==> config.mk <==
export PLATFORM = sky130hd
export DESIGN_NAME = mem_arbiter
export DESIGN_NICKNAME = d
export VERILOG_FILES = /design/src/rtl/mips_pkg.sv /design/src/rtl/timeout_counter.sv /design/src/rtl/mem_arbiter.sv
export SDC_FILE = /design/constraint.sdc
export NUM_CORES = 1
export LEC_CHECK = 0
export CAP_MARGIN = 20
export CORE_MARGIN = 4
export CORE_UTILIZATION = 40
export DETAILED_ROUTE_END_ITERATION = 10
export HOLD_SLACK_MARGIN = 0.15
export MAX_ROUTING_LAYER = met4
export PLACE_DENSITY = 0.79
export SETUP_SLACK_MARGIN = 0.3
export SLEW_MARGIN = 40
export SYNTH_ARGS = -nofsm -noshare
export SYNTH_HDL_FRONTEND = slang
export SYNTH_SLANG_ARGS = --single-unit
==> constraint.sdc <==
create_clock -name clk -period 2.55 [get_ports clk]
set_input_delay 0.765 -clock clk [delete_from_list [all_inputs] [get_ports clk]]
set_output_delay 0.765 -clock clk [all_outputs]
set_load 0.1 [all_outputs]
==> src/rtl/mips_pkg.sv <==
// Shared arbiter types: FSM state encoding and grant enumeration.
package mips_pkg;

  typedef enum logic [1:0] {
    IDLE  = 2'd0,
    FETCH = 2'd1,
    DATA  = 2'd2,
    DONE  = 2'd3
  } arbState_t;

  typedef enum logic {
    GRANT_FETCH = 1'b0,
    GRANT_DATA  = 1'b1
  } grant_t;

endpackage

==> src/rtl/timeout_counter.sv <==
// Counts cycles an outstanding memory request has waited.
// Ports: clk, rst (sync, active-high), clear (restart at zero),
//        enable (count this cycle), expired (this is the TIMEOUT-th waiting cycle).
module timeout_counter #(
  parameter int unsigned TIMEOUT = 16
) (
  input  logic clk,
  input  logic rst,
  input  logic clear,
  input  logic enable,
  output logic expired
);

  localparam int unsigned CNT_W = (TIMEOUT > 1) ? $clog2(TIMEOUT) : 1;

  logic [CNT_W-1:0] count;

  // Count holds cycles already waited, so it saturates one short of TIMEOUT.
  always_ff @(posedge clk) begin
    if (rst || clear) begin
      count <= '0;
    end else if (enable && !expired) begin
      count <= count + CNT_W'(1);
    end
  end

  assign expired = (count == CNT_W'(TIMEOUT - 1));

endmodule

==> src/rtl/mem_arbiter.sv <==
// Arbitrates a single shared memory port between instruction fetch and
// data (load/store) requests, with round-robin tie-break and a timeout.
// Ports: clk, rst (sync, active-high)
//        fetch side : if_req, if_addr -> if_rdata, if_ready
//        data side  : d_rd, d_wr, d_addr, d_wdata -> d_rdata, d_ready
//        memory     : mem_req, mem_we, mem_addr, mem_wdata <- mem_rdata, mem_ack
//        status     : stall_if, stall_mem (combinational), err (timeout pulse)
module mem_arbiter
  import mips_pkg::*;
#(
  parameter int unsigned ADDR_W  = 32,
  parameter int unsigned DATA_W  = 32,
  parameter int unsigned TIMEOUT = 16
) (
  input  logic              clk,
  input  logic              rst,
  input  logic              if_req,
  input  logic [ADDR_W-1:0] if_addr,
  output logic [DATA_W-1:0] if_rdata,
  output logic              if_ready,
  input  logic              d_rd,
  input  logic              d_wr,
  input  logic [ADDR_W-1:0] d_addr,
  input  logic [DATA_W-1:0] d_wdata,
  output logic [DATA_W-1:0] d_rdata,
  output logic              d_ready,
  output logic              mem_req,
  output logic              mem_we,
  output logic [ADDR_W-1:0] mem_addr,
  output logic [DATA_W-1:0] mem_wdata,
  input  logic [DATA_W-1:0] mem_rdata,
  input  logic              mem_ack,
  output logic              stall_if,
  output logic              stall_mem,
  output logic              err
);

  arbState_t         state, stateNext;
  grant_t            lastGrant, lastGrantNext;
  logic              memReqNext, memWeNext;
  logic [ADDR_W-1:0] memAddrNext;
  logic [DATA_W-1:0] memWdataNext, ifRdataNext, dRdataNext, readData;
  logic              ifReadyNext, dReadyNext, errNext;
  logic              timeoutClear, timeoutEnable, timeoutExpired;
  logic              dataPending;

  assign dataPending = d_rd | d_wr;
  // A timed-out access returns zero in place of memory data.
  assign readData    = mem_ack ? mem_rdata : '0;

  assign stall_if  = if_req & ~if_ready;
  assign stall_mem = dataPending & ~d_ready;

  timeout_counter #(
    .TIMEOUT(TIMEOUT)
  ) uTimeout (
    .clk    (clk),
    .rst    (rst),
    .clear  (timeoutClear),
    .enable (timeoutEnable),
    .expired(timeoutExpired)
  );

  // Next-state and next-output logic.
  always_comb begin
    stateNext     = state;
    lastGrantNext = lastGrant;
    memReqNext    = mem_req;
    memWeNext     = mem_we;
    memAddrNext   = mem_addr;
    memWdataNext  = mem_wdata;
    ifRdataNext   = if_rdata;
    dRdataNext    = d_rdata;
    ifReadyNext   = 1'b0;
    dReadyNext    = 1'b0;
    errNext       = 1'b0;
    timeoutClear  = 1'b0;
    timeoutEnable = 1'b0;

    case (state)
      IDLE: begin
        timeoutClear = 1'b1;
        // Data wins a tie unless it also won the previous grant.
        if (dataPending && (!if_req || lastGrant == GRANT_FETCH)) begin
          stateNext     = DATA;
          lastGrantNext = GRANT_DATA;
          memReqNext    = 1'b1;
          memWeNext     = d_wr;
          memAddrNext   = d_addr;
          memWdataNext  = d_wdata;
        end else if (if_req) begin
          stateNext     = FETCH;
          lastGrantNext = GRANT_FETCH;
          memReqNext    = 1'b1;
          memWeNext     = 1'b0;
          memAddrNext   = if_addr;
          memWdataNext  = '0;
        end
      end

      FETCH, DATA: begin
        timeoutEnable = 1'b1;
        if (mem_ack || timeoutExpired) begin
          stateNext  = DONE;
          memReqNext = 1'b0;
          errNext    = ~mem_ack;
          if (state == FETCH) begin
            ifReadyNext = 1'b1;
            ifRdataNext = readData;
          end else begin
            dReadyNext = 1'b1;
            if (!mem_we) begin
              dRdataNext = readData;
            end
          end
        end
      end

      DONE: begin
        stateNext = IDLE;
      end

      default: begin
        stateNext = IDLE;
      end
    endcase
  end

  // State and registered outputs.
  always_ff @(posedge clk) begin
    if (rst) begin
      state     <= IDLE;
      lastGrant <= GRANT_FETCH;
      mem_req   <= 1'b0;
      mem_we    <= 1'b0;
      mem_addr  <= '0;
      mem_wdata <= '0;
      if_rdata  <= '0;
      d_rdata   <= '0;
      if_ready  <= 1'b0;
      d_ready   <= 1'b0;
      err       <= 1'b0;
    end else begin
      state     <= stateNext;
      lastGrant <= lastGrantNext;
      mem_req   <= memReqNext;
      mem_we    <= memWeNext;
      mem_addr  <= memAddrNext;
      mem_wdata <= memWdataNext;
      if_rdata  <= ifRdataNext;
      d_rdata   <= dRdataNext;
      if_ready  <= ifReadyNext;
      d_ready   <= dReadyNext;
      err       <= errNext;
    end
  end

endmodule

Run 1, signal metal coverage by tile:
Bar = 50 um. 25 x 25 tiles, from dark purple (low) to yellow (high), scaled to the fullest tile. Values are wire area over tile area, all layers added.
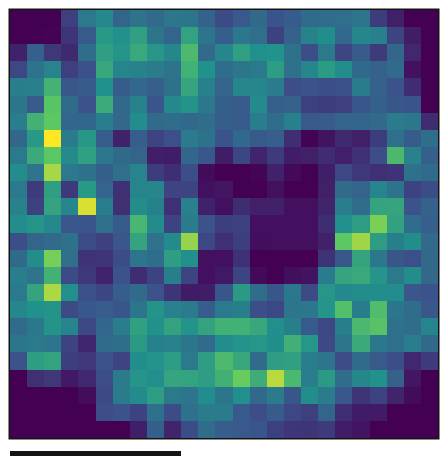
densest ninth of the die	south
mean over tiles	0.19
tiles over half the peak	16%
nearly empty tiles	8.5%

Run 1, signal wires on met4:
Bar = 50 um. Supply wires on this layer in grey.
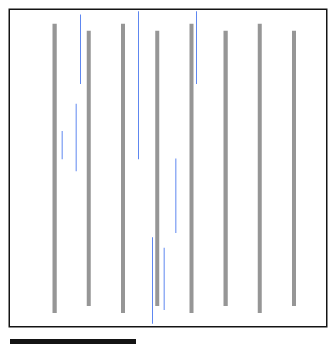
wire length on this layer	239 um
longest straight run	58.5 um
nets with wire on the layer	8
Vias: 5709
total length of routed wires: 18500 um

Run 1, placement view:
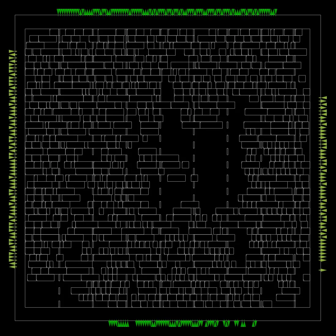
num sequential: 140
Filler cells: 1063
sequential share of cell area: 0.323
final core utilization: 0.649

Run 1, clock network drawn from the DEF:
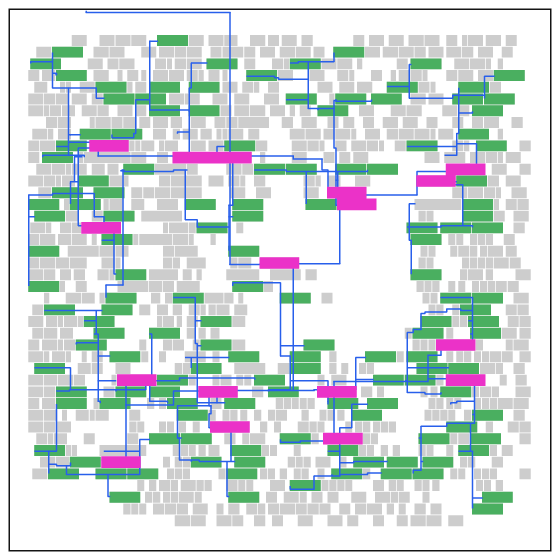
[flip-flops] green | count: 140
[clock-net drivers] magenta | count: 17
[clock wires] blue | length: 1630 um
routed clock nets	18
clk_skew: 0.00880 ns
Clock Power: 2.49 mW
Clock power frac: 0.208
clk_lat worst skew: 0.41 ns

==> out/metrics.yaml, run 1 <==
relSlewSlack: 0.561
regArea_um2: 2800
bufAreaShareNonClock: 0.296
p_sw_frac: 0.518
synth_nets: 745
antenna_found_initial: 0
hold_end: "d_rdata[21]"
rsz0062_at_grt: "no"
cp.required_ns: 1.79
initial_core_util: 0.413
yosys_warnings: 0
nets: 985
synthesis.area_um2: 5510
nWellTaps: 176
status: "finished clean"
power.density_nw_per_um2: 1380
mi_logic_area_um2: 2460
numCtsBuffers: 17
clk_pin_slew_worst_paths_ns: 0.05
comb_share: 0.284
final_cells: 1037
min_period_ns: 2.18
combinationalPower_mw: 6.49
yosys.area_share.simple: 0.126
layout_top_cells: "buf_4 (146), dfxtp_1 (140), clkdlybuf4s50_1 (128), a21oi_1 (68), o21ai_0 (67)"
total_power_mw: 12.0
p_comb_frac: 0.542
track_usage: 0.231
layout_top_cell: "buf_4"
worst_slew_pin_slew_ns: 0.659
r2r_start: "state[0]"
crit_path_end_kind: "output port"
grt_pass1_vias: 5743
min-delay-path-class: "register to register"
dr_wl_met3_um: 1110
fin_tns_setup_ns: 0
## run 1: registers in the layout (all words and copies together) (netlist names)
register,flops
uTimeout.count,4
mem_req,1
if_ready,1
d_ready,1
d_rdata,32
mem_addr,32
err,1
state,2
mem_we,1
if_rdata,32
lastGrant,1
mem_wdata,32
## run 1: synth_stat cells, types with 2 or more instances
cell type  instances  share of area
a21oi_1           68          0.062
mux2i_1           32          0.058
inv_1              4         0.0027
ha_1               3         0.0068
o21ai_0           67          0.061
a211oi_1          32          0.044
a221oi_2           2         0.0054
o41ai_1            2         0.0032
nand2b_1           2         0.0023
nand3_1           65          0.059
dfxtp_1          140           0.51
nor2_1            68          0.046
clkbuf_1          46          0.031
buf_4              2         0.0027
a32oi_1           33          0.052
buf_1              2         0.0014
buf_2             12          0.011
buf_6              3         0.0061
o311ai_0           2         0.0032
nor4_1             2         0.0023
nand2_1            3         0.0020
## run 1: worst max path at each step
stage             start         to  slack [ns]
2_1_floorplan  if_ready   stall_if        0.19
3_3_place_gp       d_wr   state[1]        0.09
3_5_place_dp       d_wr   state[1]        0.06
4_1_cts            d_wr  stall_mem        0.37
5_1_grt            d_wr  stall_mem        0.35
6_report           d_wr  stall_mem        0.37
## run 1: what timing repair did
item / in CTS / in global routing
setup buffers: 0 / 0
gates resized: 5 / 0
setup endpoints to repair: 2 / 0
## run 1: through the flow
stage,setup WS (ns),util,hold slack [ns],area (um2)
detailed placement,0.0649,0.604,0.467,8060
global placement,0.0903,0.604,0.458,8060
CTS,0.366,0.649,0.475,8670
finish,0.368,0.649,0.477,8670
floorplan,0.193,-,0.448,5520
global route,0.345,0.649,0.486,8670
## run 1: critical path: stages
cell and delay, ns:
dlygate4sd2_1 0.27, nor2_2 0.16, nor2_4 0.05, buf_12 0.16
Run 1, sequential cells grouped by signal name:
Other sequential cells in the stronger grey, the rest of the logic in the fainter grey.
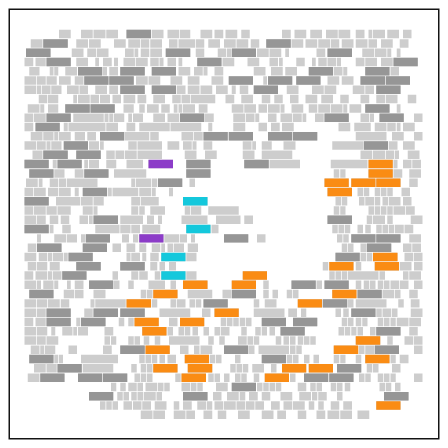

--- run 2 (diff from run 1) ---
--- a/config.mk
+++ b/config.mk
@@ -8,6 +8,7 @@
 export CAP_MARGIN = 20
 export CORE_MARGIN = 4
 export CORE_UTILIZATION = 40
+export CTS_CLUSTER_DIAMETER = 30
 export DETAILED_ROUTE_END_ITERATION = 10
 export HOLD_SLACK_MARGIN = 0.15
 export MAX_ROUTING_LAYER = met4
==> constraint.sdc (replaced) <==
create_clock -name clk -period 2.07 [get_ports clk]
set_input_delay 0.621 -clock clk [delete_from_list [all_inputs] [get_ports clk]]
set_output_delay 0.621 -clock clk [all_outputs]
set_load 0.1 [all_outputs]
Run 2, sequential cells grouped by signal name:
Other sequential cells in the stronger grey, the rest of the logic in the fainter grey.
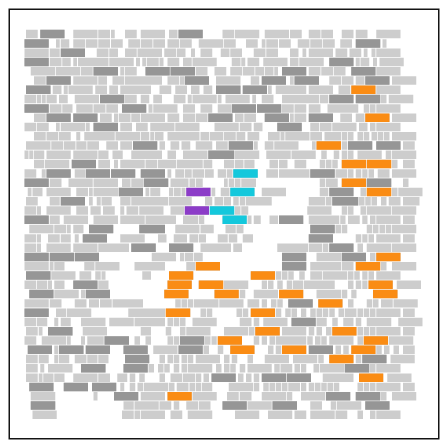
signal	colour	placed flops
state	purple	2
uTimeout.count	cyan	4
if_rdata	orange	32
not coloured	102

Run 2, signal metal coverage by tile:
Bar = 50 um. 25 x 25 tiles, from dark purple (low) to yellow (high), scaled to the fullest tile. Values are wire area over tile area, all layers added.
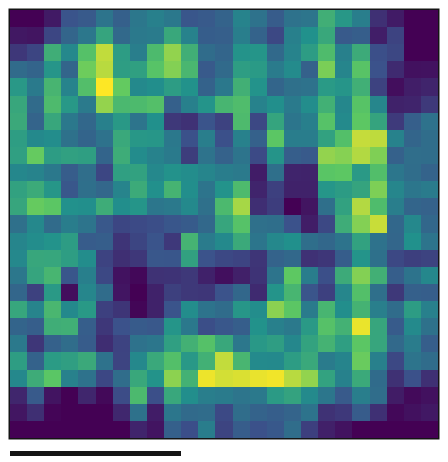
mean over tiles	0.22
emptiest ninth of the die	south-west
nearly empty tiles	4.5%

==> run 2 against run 1 <==
Compared with the run above: clock skew about the same; critical path type is now register to register; critical path depth rose by 4; first-iteration DRC count grew 7.5%; largest cell class is now non-clock buffers; register-to-register slack worse by 0.28 ns; largest power group unchanged; highest routed layer unchanged; wire length rose by 16%.
==> out/metrics.yaml, run 2 <==
timing.final.ws_setup_ns: 0.276  # was 0.368 ns
synthesis.area_um2: 5510  # unchanged
cts-resized-gates: 14  # was 5
p_comb_frac: 0.578  # was 0.542
postPlaceCellArea_um2: 9780  # was 8060 um2
fin_tns_setup_ns: 0  # unchanged
yosys_warnings: 0  # unchanged
p_clk_frac: 0.190  # was 0.208
rsz0062_at_grt: "yes"  # was no
combinationalPower_mw: 9.99  # was 6.49 mW
layout_top_cells: "buf_12 (142), dfxtp_1 (137), clkdlybuf4s50_1 (128), o21ai_0 (66), nor2_1 (66)"  # was buf_4 (146), dfxtp_1 (140), clkdlybuf4s50_1 (128), a21oi_1 (68), o21ai_0 (67)
via_count: 5910  # was 5709
coreArea_um2: 13300  # unchanged
design_area_um2: 10500  # was 8670 um2
final_cells: 1048  # was 1037
powerClk_mw: 3.28  # was 2.49 mW
track_usage: 0.265  # was 0.231
holdWs_ns: 0.512  # was 0.477 ns
synth.area.top_cells: "dfxtp_1 (51%), a21oi_1 (6.2%), o21ai_0 (6.1%), nand3_1 (5.9%), mux2i_1 (5.8%)"  # unchanged
synth_top_cell_by_count: "dfxtp_1"  # unchanged
final_util: 0.790  # was 0.649
power.density_nw_per_um2: 1640  # was 1380 nW/um2
min_period_ns: 1.79
start_kind: "register"  # was primary input
relSlewSlack: 0.664  # was 0.561
cp.required_ns: 2.39  # was 1.79 ns
post-place-ws_ns: -0.299  # was 0.0649 ns
fin_skew_ns: 0.00929  # was 0.00880 ns
synthTopCellsByCount: "dfxtp_1 (140), a21oi_1 (68), nor2_1 (68)"  # unchanged
min-delay-path-class: "register to register"  # unchanged
routed_wl_um: 21400  # was 18500 um
numCtsBuffers: 17  # unchanged
initial_core_util: 0.413  # unchanged
top_area_cell: "dfxtp_1"  # unchanged
grt_pass1_vias: 6071  # was 5743
total_power_mw: 17.3  # was 12.0 mW
synthDominantCellAreaShare: 0.509  # unchanged
clk_latency_ns: 0.41  # about the same
status: "finished clean"  # unchanged
-- run 2: cell types whose count changed in the layout (fill, tap and decap cells not counted), sizes merged --
| cell | previous run | this run |
|---|---|---|
| buf | 155 | 165 |
| bufinv | 3 | 4 |
| clkbuf | 21 | 24 |
| clkinv | 4 | 5 |
| dlygate4sd2 | 3 | 0 |
| inv | 5 | 3 |
| or3b | 1 | 2 |
-- run 2: worst paths after layout --
check             startpoint          end  slack (ns)  cells past startpoint
hold / removal    d_rdata[8]   d_rdata[8]        0.51                      2
setup / recovery    state[0]  d_rdata[18]        0.28                      8
hold reg to reg   d_rdata[8]   d_rdata[8]        0.51                      2
setup reg to reg    state[0]  d_rdata[18]        0.28                      8
-- run 2: cells by family (layout without fill, tap and decap cells) --
group,Yosys count,after routing,share of synthesized area
mux,32,32,0.0581
simple gates,150,151,0.126
compound gates,214,214,0.245
buf+inv,69,332,0.0552
flops,140,140,0.509
fa+ha+maj,3,3,0.00681
-- run 2: worst max-delay path: stages (launching register included) --
cell and delay [ns]:
dfxtp_1 0.34, inv_1 0.10, ha_4 0.30, buf_6 0.14
nor3b_4 0.21, buf_4 0.16, clkbuf_16 0.17, nand3_1 0.08
a21oi_1 0.21
-- run 2: cell type report --
cell class | instances | area [um2]
Timing Repair Buffer | 296 | 4340
Sequential cell | 140 | 2810
Fill cell | 793 | 2810
Multi-Input combinational cell | 400 | 2510
Clock buffer | 21 | 480
Tap cell | 176 | 220
Clock inverter | 11 | 164
Inverter | 4 | 18.8
-- run 2: routing by layer --
layer	routed length [um]	up-vias	part of all wire
met4	737	0	0.034
met2	11300	286	0.53
li1	-	2742	-
met1	7870	2824	0.37
met3	1470	58	0.069
met5	0	-	0
No activity file was given, so power comes from the tool's default toggle rates.
